run_1/congestion.png
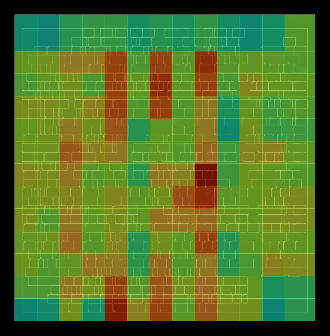
run_1/layer_met3.png
Drawn at 4 px/µm.
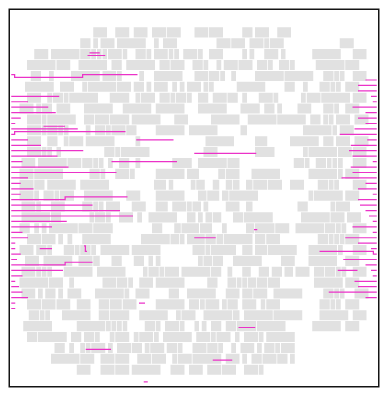
run_1/metal_density.png
Drawn at 4 px/µm. 18 x 19 tiles, from dark blue (low) to red (high), scaled to the fullest tile. Values are wire area over tile area, all layers added.
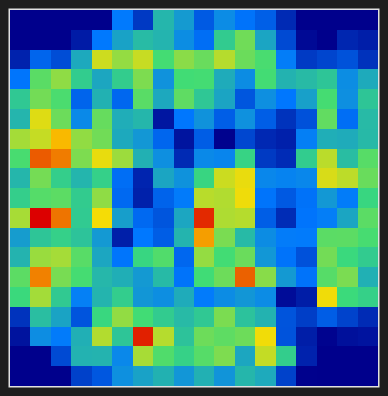
--- src/rtl/axi_slave_rresp_pop_fsm_if.sv ---
// Bundle of descriptor FIFO, data FIFO and AXI R-channel signals for the read-response pop FSM.
// Status outputs exist only when RRESP_POP_STATUS_EN is defined.
interface axi_slave_rresp_pop_fsm_if #(
    parameter int DATA_WIDTH = 64,
    parameter int ID_WIDTH   = 4,
    parameter int LEN_WIDTH  = 8
);
    logic                  desc_empty;
    logic [ID_WIDTH-1:0]   desc_id;
    logic [LEN_WIDTH-1:0]  desc_len;
    logic                  desc_err;
    logic                  desc_rd;
    logic                  data_empty;
    logic [DATA_WIDTH-1:0] data_in;
    logic                  data_rd;
    logic [ID_WIDTH-1:0]   RID;
    logic [DATA_WIDTH-1:0] RDATA;
    logic [1:0]            RRESP;
    logic                  RLAST;
    logic                  RVALID;
    logic                  RREADY;
    logic                  busy;
`ifdef RRESP_POP_STATUS_EN
    logic [15:0]           bursts_done;
    logic [15:0]           beats_done;
`endif

    modport slave (
        input  desc_empty, desc_id, desc_len, desc_err, data_empty, data_in, RREADY,
        output desc_rd, data_rd, RID, RDATA, RRESP, RLAST, RVALID, busy
`ifdef RRESP_POP_STATUS_EN
        , output bursts_done, beats_done
`endif
    );

    modport master (
        output desc_empty, desc_id, desc_len, desc_err, data_empty, data_in, RREADY,
        input  desc_rd, data_rd, RID, RDATA, RRESP, RLAST, RVALID, busy
`ifdef RRESP_POP_STATUS_EN
        , input bursts_done, beats_done
`endif
    );
endinterface

--- src/rtl/axi_slave_rresp_pop_fsm.sv ---
// Drain side of the AXI slave read-response path: pops a burst descriptor, then ARLEN+1 data beats onto R.
// Optional beat/burst status counters are enabled with the RRESP_POP_STATUS_EN macro.
module axi_slave_rresp_pop_fsm #(
    parameter int DATA_WIDTH = 64,
    parameter int ID_WIDTH   = 4,
    parameter int LEN_WIDTH  = 8
) (
    input  logic                         ACLK,
    input  logic                         ARESETn,
    axi_slave_rresp_pop_fsm_if.slave     bus
);
    localparam logic [0:0] IDLE   = 1'b0;
    localparam logic [0:0] STREAM = 1'b1;

    logic [0:0]            state_q, state_d;
    logic [ID_WIDTH-1:0]   id_q, id_d;
    logic                  err_q, err_d;
    logic [LEN_WIDTH-1:0]  count_q, count_d;
    logic [ID_WIDTH-1:0]   rid_q, rid_d;
    logic [DATA_WIDTH-1:0] rdata_q, rdata_d;
    logic [1:0]            rresp_q, rresp_d;
    logic                  rlast_q, rlast_d;
    logic                  rvalid_q, rvalid_d;

    logic cnt_load, cnt_en, cnt_done;
    logic desc_pop, load_ok;

    // Pops are gated by reset so nothing leaves either FIFO in a reset cycle.
    always_comb begin
        cnt_done = (count_q == '0);
        desc_pop = ARESETn && (state_q == IDLE) && !bus.desc_empty;
        load_ok  = ARESETn && (state_q == STREAM) && (!rvalid_q || bus.RREADY) && !bus.data_empty;
        cnt_load = desc_pop;
        cnt_en   = load_ok && !cnt_done;
    end

    // Beat counter: loads beats-1, counts down, and never decrements past zero.
    always_comb begin
        count_d = count_q;
        if (cnt_load) begin
            count_d = bus.desc_len;
        end else if (cnt_en) begin
            count_d = count_q - 1'b1;
        end
    end

    always_comb begin
        state_d = state_q;
        id_d    = id_q;
        err_d   = err_q;
        case (state_q)
            IDLE: begin
                if (desc_pop) begin
                    state_d = STREAM;
                    id_d    = bus.desc_id;
                    err_d   = bus.desc_err;
                end
            end
            STREAM: begin
                if (load_ok && cnt_done) begin
                    state_d = IDLE;
                end
            end
            default: state_d = IDLE;
        endcase
    end

    // RID/RRESP travel with each beat so a held last beat survives the next descriptor fetch.
    always_comb begin
        rid_d    = rid_q;
        rdata_d  = rdata_q;
        rresp_d  = rresp_q;
        rlast_d  = rlast_q;
        rvalid_d = rvalid_q;
        if (load_ok) begin
            rdata_d  = bus.data_in;
            rid_d    = id_q;
            rresp_d  = err_q ? 2'b10 : 2'b00;
            rlast_d  = cnt_done;
            rvalid_d = 1'b1;
        end else if (rvalid_q && bus.RREADY) begin
            rvalid_d = 1'b0;
        end
    end

    always_ff @(posedge ACLK) begin
        if (!ARESETn) begin
            state_q  <= IDLE;
            id_q     <= '0;
            err_q    <= 1'b0;
            count_q  <= '0;
            rid_q    <= '0;
            rdata_q  <= '0;
            rresp_q  <= 2'b00;
            rlast_q  <= 1'b0;
            rvalid_q <= 1'b0;
        end else begin
            state_q  <= state_d;
            id_q     <= id_d;
            err_q    <= err_d;
            count_q  <= count_d;
            rid_q    <= rid_d;
            rdata_q  <= rdata_d;
            rresp_q  <= rresp_d;
            rlast_q  <= rlast_d;
            rvalid_q <= rvalid_d;
        end
    end

    assign bus.desc_rd = desc_pop;
    assign bus.data_rd = load_ok;
    assign bus.RID     = rid_q;
    assign bus.RDATA   = rdata_q;
    assign bus.RRESP   = rresp_q;
    assign bus.RLAST   = rlast_q;
    assign bus.RVALID  = rvalid_q;
    assign bus.busy    = (state_q == STREAM) || rvalid_q;

`ifdef RRESP_POP_STATUS_EN
    logic [15:0] beats_q, bursts_q;
    logic        handshake;

    assign handshake = rvalid_q && bus.RREADY;

    always_ff @(posedge ACLK) begin
        if (!ARESETn) begin
            beats_q  <= '0;
            bursts_q <= '0;
        end else if (handshake) begin
            beats_q <= beats_q + 16'd1;
            if (rlast_q) begin
                bursts_q <= bursts_q + 16'd1;
            end
        end
    end

    assign bus.beats_done  = beats_q;
    assign bus.bursts_done = bursts_q;
`endif
endmodule
--- src/flat_wrapper.sv ---
// flat-port wrapper written by rule: the top's interface ports become plain ports
module axi_slave_rresp_pop_fsm_flat 
#(
    parameter int DATA_WIDTH = 64,
    parameter int ID_WIDTH   = 4,
    parameter int LEN_WIDTH  = 8
)
  (ACLK, ARESETn, bus_desc_empty, bus_desc_id, bus_desc_len, bus_desc_err, bus_data_empty, bus_data_in, bus_RREADY, bus_desc_rd, bus_data_rd, bus_RID, bus_RDATA, bus_RRESP, bus_RLAST, bus_RVALID, bus_busy);
  axi_slave_rresp_pop_fsm_if #(.DATA_WIDTH(DATA_WIDTH), .ID_WIDTH(ID_WIDTH), .LEN_WIDTH(LEN_WIDTH)) bus_i ();
  input  logic ACLK;
  input  logic ARESETn;
  input wire logic [$bits(bus_i.desc_empty)-1:0] bus_desc_empty;
  input wire logic [$bits(bus_i.desc_id)-1:0] bus_desc_id;
  input wire logic [$bits(bus_i.desc_len)-1:0] bus_desc_len;
  input wire logic [$bits(bus_i.desc_err)-1:0] bus_desc_err;
  input wire logic [$bits(bus_i.data_empty)-1:0] bus_data_empty;
  input wire logic [$bits(bus_i.data_in)-1:0] bus_data_in;
  input wire logic [$bits(bus_i.RREADY)-1:0] bus_RREADY;
  output wire logic [$bits(bus_i.desc_rd)-1:0] bus_desc_rd;
  output wire logic [$bits(bus_i.data_rd)-1:0] bus_data_rd;
  output wire logic [$bits(bus_i.RID)-1:0] bus_RID;
  output wire logic [$bits(bus_i.RDATA)-1:0] bus_RDATA;
  output wire logic [$bits(bus_i.RRESP)-1:0] bus_RRESP;
  output wire logic [$bits(bus_i.RLAST)-1:0] bus_RLAST;
  output wire logic [$bits(bus_i.RVALID)-1:0] bus_RVALID;
  output wire logic [$bits(bus_i.busy)-1:0] bus_busy;
  assign bus_i.desc_empty = bus_desc_empty;
  assign bus_i.desc_id = bus_desc_id;
  assign bus_i.desc_len = bus_desc_len;
  assign bus_i.desc_err = bus_desc_err;
  assign bus_i.data_empty = bus_data_empty;
  assign bus_i.data_in = bus_data_in;
  assign bus_i.RREADY = bus_RREADY;
  assign bus_desc_rd = bus_i.desc_rd;
  assign bus_data_rd = bus_i.data_rd;
  assign bus_RID = bus_i.RID;
  assign bus_RDATA = bus_i.RDATA;
  assign bus_RRESP = bus_i.RRESP;
  assign bus_RLAST = bus_i.RLAST;
  assign bus_RVALID = bus_i.RVALID;
  assign bus_busy = bus_i.busy;
  axi_slave_rresp_pop_fsm #(.DATA_WIDTH(DATA_WIDTH), .ID_WIDTH(ID_WIDTH), .LEN_WIDTH(LEN_WIDTH)) u_core (.ACLK(ACLK), .ARESETn(ARESETn), .bus(bus_i));
endmodule
--- config.mk ---
export PLATFORM = sky130hd
export DESIGN_NAME = axi_slave_rresp_pop_fsm_flat
export DESIGN_NICKNAME = d
export VERILOG_FILES = /design/src/rtl/axi_slave_rresp_pop_fsm_if.sv /design/src/rtl/axi_slave_rresp_pop_fsm.sv /design/src/flat_wrapper.sv
export SDC_FILE = /design/constraint.sdc
export NUM_CORES = 1
export LEC_CHECK = 0
export CORE_AREA = 2 2 90 92
export CTS_CLUSTER_SIZE = 8
export DETAILED_ROUTE_END_ITERATION = 8
export DIE_AREA = 0 0 92 94
export GPL_ROUTABILITY_DRIVEN = 0
export PLACE_DENSITY = 0.84
export SLEW_MARGIN = 20
export SYNTH_ARGS = -nofsm -noshare
export SYNTH_HDL_FRONTEND = slang
export SYNTH_SLANG_ARGS = --single-unit
--- constraint.sdc ---
create_clock -name ACLK -period 3 [get_ports ACLK]
set_clock_uncertainty 0.1 [all_clocks]
set_input_delay 0.6 -clock ACLK [delete_from_list [all_inputs] [get_ports ACLK]]
set_output_delay 0.6 -clock ACLK [all_outputs]
set_load 0.05 [all_outputs]
==> run summary, run 1 <==
DRT Pass-1 Iters - 4
YS chip area - 3306 µm²
P_clk - 0.711 mW
Aoi share - 20.63%
Non-Clock Buffer Count - 161
CTS H-tree depth - 3
Worst Slack Setup Final - 342.2 ps
RR Endpoint - u_core.count_q[6]
Vias in the first global route - 3034
Drt drc - 0
Fp_density - 43.45%
Power Combinational - 0.455 mW
Critical Path Fanout Max - 21
Leakage power - 1.748 nW
Maximum resistive drop on vdd - 292.4 µV
Syn Area/Cell - 8.433 µm²
XOR Share, Synth - 0.7949%
Port Buf Inserts - 155
Tap Cells - 102
Arr. time, crit path - 1960 ps
CTS clock-pin slew for the worst setup and hold paths - 80 ps
Mapped Cells - 392
Hold slack - 364.9 ps
Die Wd - 92 µm
Switching share of power - 28.91%
Vias per cell - 4.838
Comb area share - 28.78%
Worst setup EP type - primary output
Launching element of the worst setup path - bus_RREADY
Crit path DRT - 2300 ps
Slew Limit Fails - 0
CTS Sinks - 85
Setup TNS - 0 ps
Late-Pin Clk Latency - 350 ps
#FFs+latches synth - 85
FFs & Latches - 85
Inverters - 3
Synthesized net count - 476
Post-synthesis simple-gate area fraction - 21.46%
P&R area growth vs syn - 54.28%
Iter 0 DRT Violations - 131
Largest cell class - registers
Critical Path End - bus_data_rd
Pwr Total - 2.370 mW
Hold Fails Final Rpt - 0
Synth Cell Area - 3306 µm²
Status - finished clean
Register share of total power - 50.8%
Max-Cap Viols - 0
Post-CTS Resized - 0
Top power group - registers
Clk cell area share - 3.435%
## Picture notes: congestion.png
met3 Usage GRT: 5.618%
Most Crowded Layer GR: met2
GR Util met1: 24.47%
WL/cell: 13.44 µm

## Picture notes: layer_met3.png
- longest straight run: 30.1 µm
- wire length on this layer: 657 µm
Via Count: 3111
final wirelength: 8.643 mm

## Picture notes: metal_density.png
- fullest tile: 0.44
- mean over tiles: 0.16
- densest ninth of the die: middle left
- nearly empty tiles: 8.2%
- tiles over half the peak: 29%
gr usage total: 20.52%

-- run 1: cells in the final DEF (no fill, tap or decap), types with 2 or more instances in the layout --
cell and instances:
a21boi_0 75, a21oi_1 4, a31oi_1 2, buf_12 2, buf_4 6, clkbuf_8 9
clkdlybuf4s50_1 152, clkinv_2 2, clkinv_4 2, clkinvlp_4 2, dfxtp_1 85, ha_1 2
inv_1 2, inv_6 2, mux2i_1 2, nand2_1 151, nand4_1 3, nor2_1 8
nor2b_1 2, nor4_1 2, o21ai_0 6, o2bb2ai_1 2, or2_2 2, xor2_1 2
-- run 1: Yosys cell counts (2+ instances only) --
cell,n
a21boi_0,75
a21oi_1,4
a31oi_1,2
buf_2,4
clkbuf_1,22
dfxtp_1,85
ha_1,2
inv_1,2
mux2i_1,2
nand2_1,151
nand4_1,3
nor2_1,8
nor2b_1,2
nor4_1,2
o21ai_0,6
o2bb2ai_1,2
or2_2,2
xor2_1,2
-- run 1: per-layer routing --
layer  track usage, %  share of wire, %  up-vias
met2            35.42                50      108
met4            7.587              0.91        0
li1                 -                 -     1565
met5                0                 0        -
met3            5.618               7.6        7
met1            24.47                42     1431
-- run 1: worst min path at each step --
stage	depth (start not counted)	slack, ps	to	startpoint
after floorplan	2	340	u_core.bus.RID[0]	u_core.id_q[0]
after global placement	2	350	u_core.bus.RID[3]	u_core.id_q[3]
after detailed placement	2	360	u_core.bus.RDATA[19]	u_core.bus.RDATA[19]
after CTS	2	370	u_core.bus.RDATA[63]	u_core.bus.RDATA[63]
after global routing	2	390	u_core.bus.RDATA[3]	u_core.bus.RDATA[3]
final	2	360	u_core.bus.RDATA[19]	u_core.bus.RDATA[19]
-- run 1: worst max-delay path, stage by stage --
cell and delay [ps]:
clkdlybuf4s50_1 460, nor2b_1 50, or3_2 510, inv_6 180, buf_12 160
run_1/layer_met2.png
Drawn at 4 px/µm.
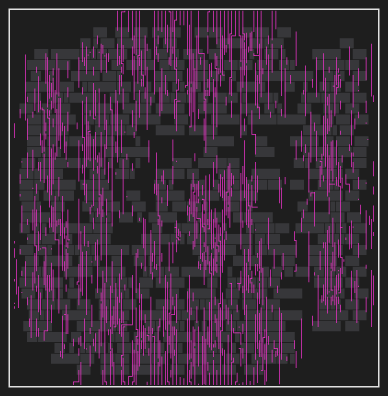

==> inputs of run 2 (changes only) <==
--- a/config.mk
+++ b/config.mk
@@ -10,7 +10,7 @@
 export DETAILED_ROUTE_END_ITERATION = 8
 export DIE_AREA = 0 0 92 94
 export GPL_ROUTABILITY_DRIVEN = 0
-export PLACE_DENSITY = 0.84
+export PLACE_DENSITY = 0.82
 export SLEW_MARGIN = 20
 export SYNTH_ARGS = -nofsm -noshare
 export SYNTH_HDL_FRONTEND = slang
run_2/layer_met2.png
Drawn at 4 px/µm.
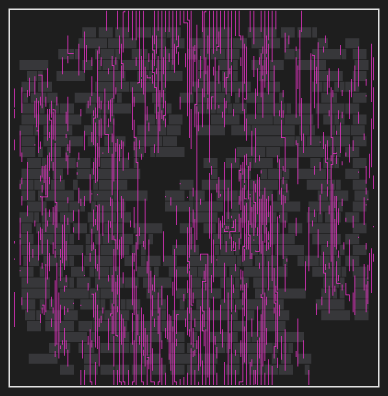
- share of all routed wire: 50%
- wire length on this layer: 4220 µm
- nets with wire on the layer: 503
- longest straight run: 37.8 µm
- main direction: vertical
Via Count: 3050
met2 usage: 34.56%

run_2/layer_met3.png
Drawn at 4 px/µm.
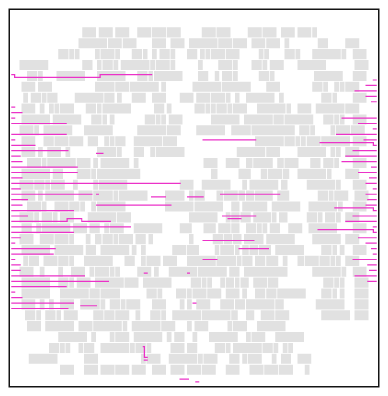
- nets with wire on the layer: 83
- main direction: horizontal
- wire length on this layer: 668 µm
final wirelength: 8.516 mm
met3 Usage GRT: 6.822%

==> run summary, run 2 <==
Status - finished clean
Sequential power - 1.20 mW
#FFs+latches synth - 85
Gate Area - 1468 µm²
CTS clock-pin slew for the worst setup and hold paths - 80 ps
Vias per cell - 4.751
Core Footprint - 7607 µm²
Critical Path Fanout Max - 9
Syn Area/Cell - 8.433 µm²
Class of the worst hold path - flop to flop
Iter 0 DRT Violations - 90
Vias in the first global route - 2986
Mapped Cells - 392
Synth Cell Area - 3306 µm²
Late-Pin Clk Latency - 350 ps
Fp_density - 43.45%
Worst hold path startpoint - u_core.bus.RDATA[56]
P&R area growth vs syn - 56.02%
Logic pwr share - 17.4%
Hold Fails Final Rpt - 0
Commonest cells post-synth - 151 x nand2_1, 85 x dfxtp_1, 75 x a21boi_0
Pint - 1.958 mW
Top cells excl fill/tap - 152 x clkdlybuf4s50_1, 151 x nand2_1, 85 x dfxtp_1
Crit path DRT - 2300 ps
Setup TNS - 0 ps
YS chip area - 3306 µm²
Synthesized net count - 476
Fin crit period - 2633 ps
Post-CTS Resized - 0
Worst Slack Setup Final - 367.1 ps
CTS Sinks - 85
Arr. time, crit path - 1930 ps
Commonest non-fill, non-tap cell in the layout - clkdlybuf4s50_1
Initial antenna violation count - 0
Clk buf depth - 2
WL/cell - 13.26 µm
DRT Pass-1 Iters - 6
Power Combinational - 0.457 mW
Chip area - 8648 µm²
Leakage power - 1.779 nW
Maximum resistive drop on vdd - 325.7 µV
Diodes inserted - 0
Launching element of the worst setup path - bus_RREADY
Port Buf Inserts - 155
Max-Cap Viols - 0
CTS H-tree depth - 3
Top power group - registers
Register share of total power - 45.8%
P_clk - 0.969 mW
Worst R2R Start - u_core.bus.RVALID
Drt drc - 0
Pin count of the biggest net entering global routing - 84
Worst setup EP type - primary output
Slew Limit Fails - 0
Switching share of power - 25.54%
Placed wire-length estimate - 5.924 mm
Count leader, synth - nand2_1
Gr usage total - 19.90%
run_2/io_placement.png
Drawn at 4 px/µm. Pins as bars across the die edge, other pins in grey.
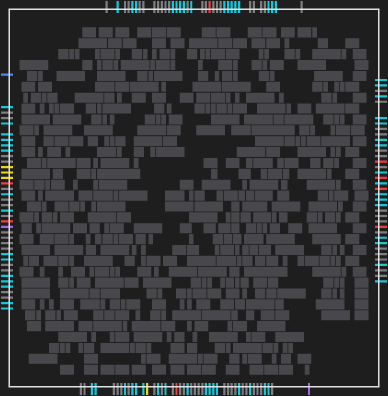
- purple: bus_RRESP (pins 2; direction output; edge 1 bottom, 1 left)
- cyan: bus_RDATA (pins 64; direction output; edge 17 bottom, 16 top, 16 right, 15 left)
- blue: ACLK (pins 1; direction input; edge left)
- red: bus_desc_len (pins 8; direction input; edge 4 right, 2 left, 1 bottom, 1 top)
- yellow: bus_desc_id (pins 4; direction input; edge 3 left, 1 bottom)
- all pins by edge: 45 bottom, 38 left, 38 top, 36 right
die height: 94 µm
Die Wd: 92 µm

run 2: worst max-delay path, cell delays in order:
cell and delay (ps):
clkdlybuf4s50_1 450, nor2b_1 50, or3_2 540, inv_6 140, buf_12 140
run 2: worst paths after layout:
check                           cells after the start  slack, ps              endpoint
worst min-delay path                                2        360  u_core.bus.RDATA[56]
worst max register to register                      6        950     u_core.count_q[6]
worst min register to register                      2        360  u_core.bus.RDATA[56]
worst max-delay path                                5        370           bus_data_rd
run 2: logic make-up (layout without fill, tap and decap cells):
family                   count (synthesis)  after routing  share of synthesized area (%)
flip-flops                              85             85                          51.48
AND-OR/OR-AND                           94             94                          20.63
buffers and inverters                   31            179                          4.164
adder cells (fa/ha/maj)                  2              2                         0.7569
other                                    1              1                         0.1134
multiplexers                             2              2                         0.6056
AND/OR/NAND/NOR                        174            174                          21.46
XOR/XNOR                                 3              3                         0.7950
run 2: layout make-up:
type	instances	share of cell area, %
multi-input combinational	276	28.46
inverter	3	0.3154
tap	102	2.475
sequential	85	32.99
clock inverter	4	1.844
timing repair buffer	160	31.10
clock buffer	12	2.814
run 2: per-stage QoR:
stage / hold WS [ps] / total power, mW
final: 363.0 / 2.629
after global routing: 386.3 / 2.736
after CTS: 367.9 / 2.648
after detailed placement: 357.6 / 1.686
after global placement: 347.4 / 1.676
after floorplan: 341.2 / 1.478
run 2: per-layer routing:
| metal | track usage, % | wire length (µm) | share of wire (%) | vias to the layer above |
|---|---|---|---|---|
| li1 | - | - | - | 1561 |
| met1 | 22.40 | 3463 | 41 | 1372 |
| met2 | 34.56 | 4218 | 50 | 101 |
| met3 | 6.822 | 667 | 7.8 | 16 |
| met4 | 8.085 | 166 | 1.9 | 0 |
| met5 | 0 | 0 | 0 | - |
Power and IR drop assume default switching activity.
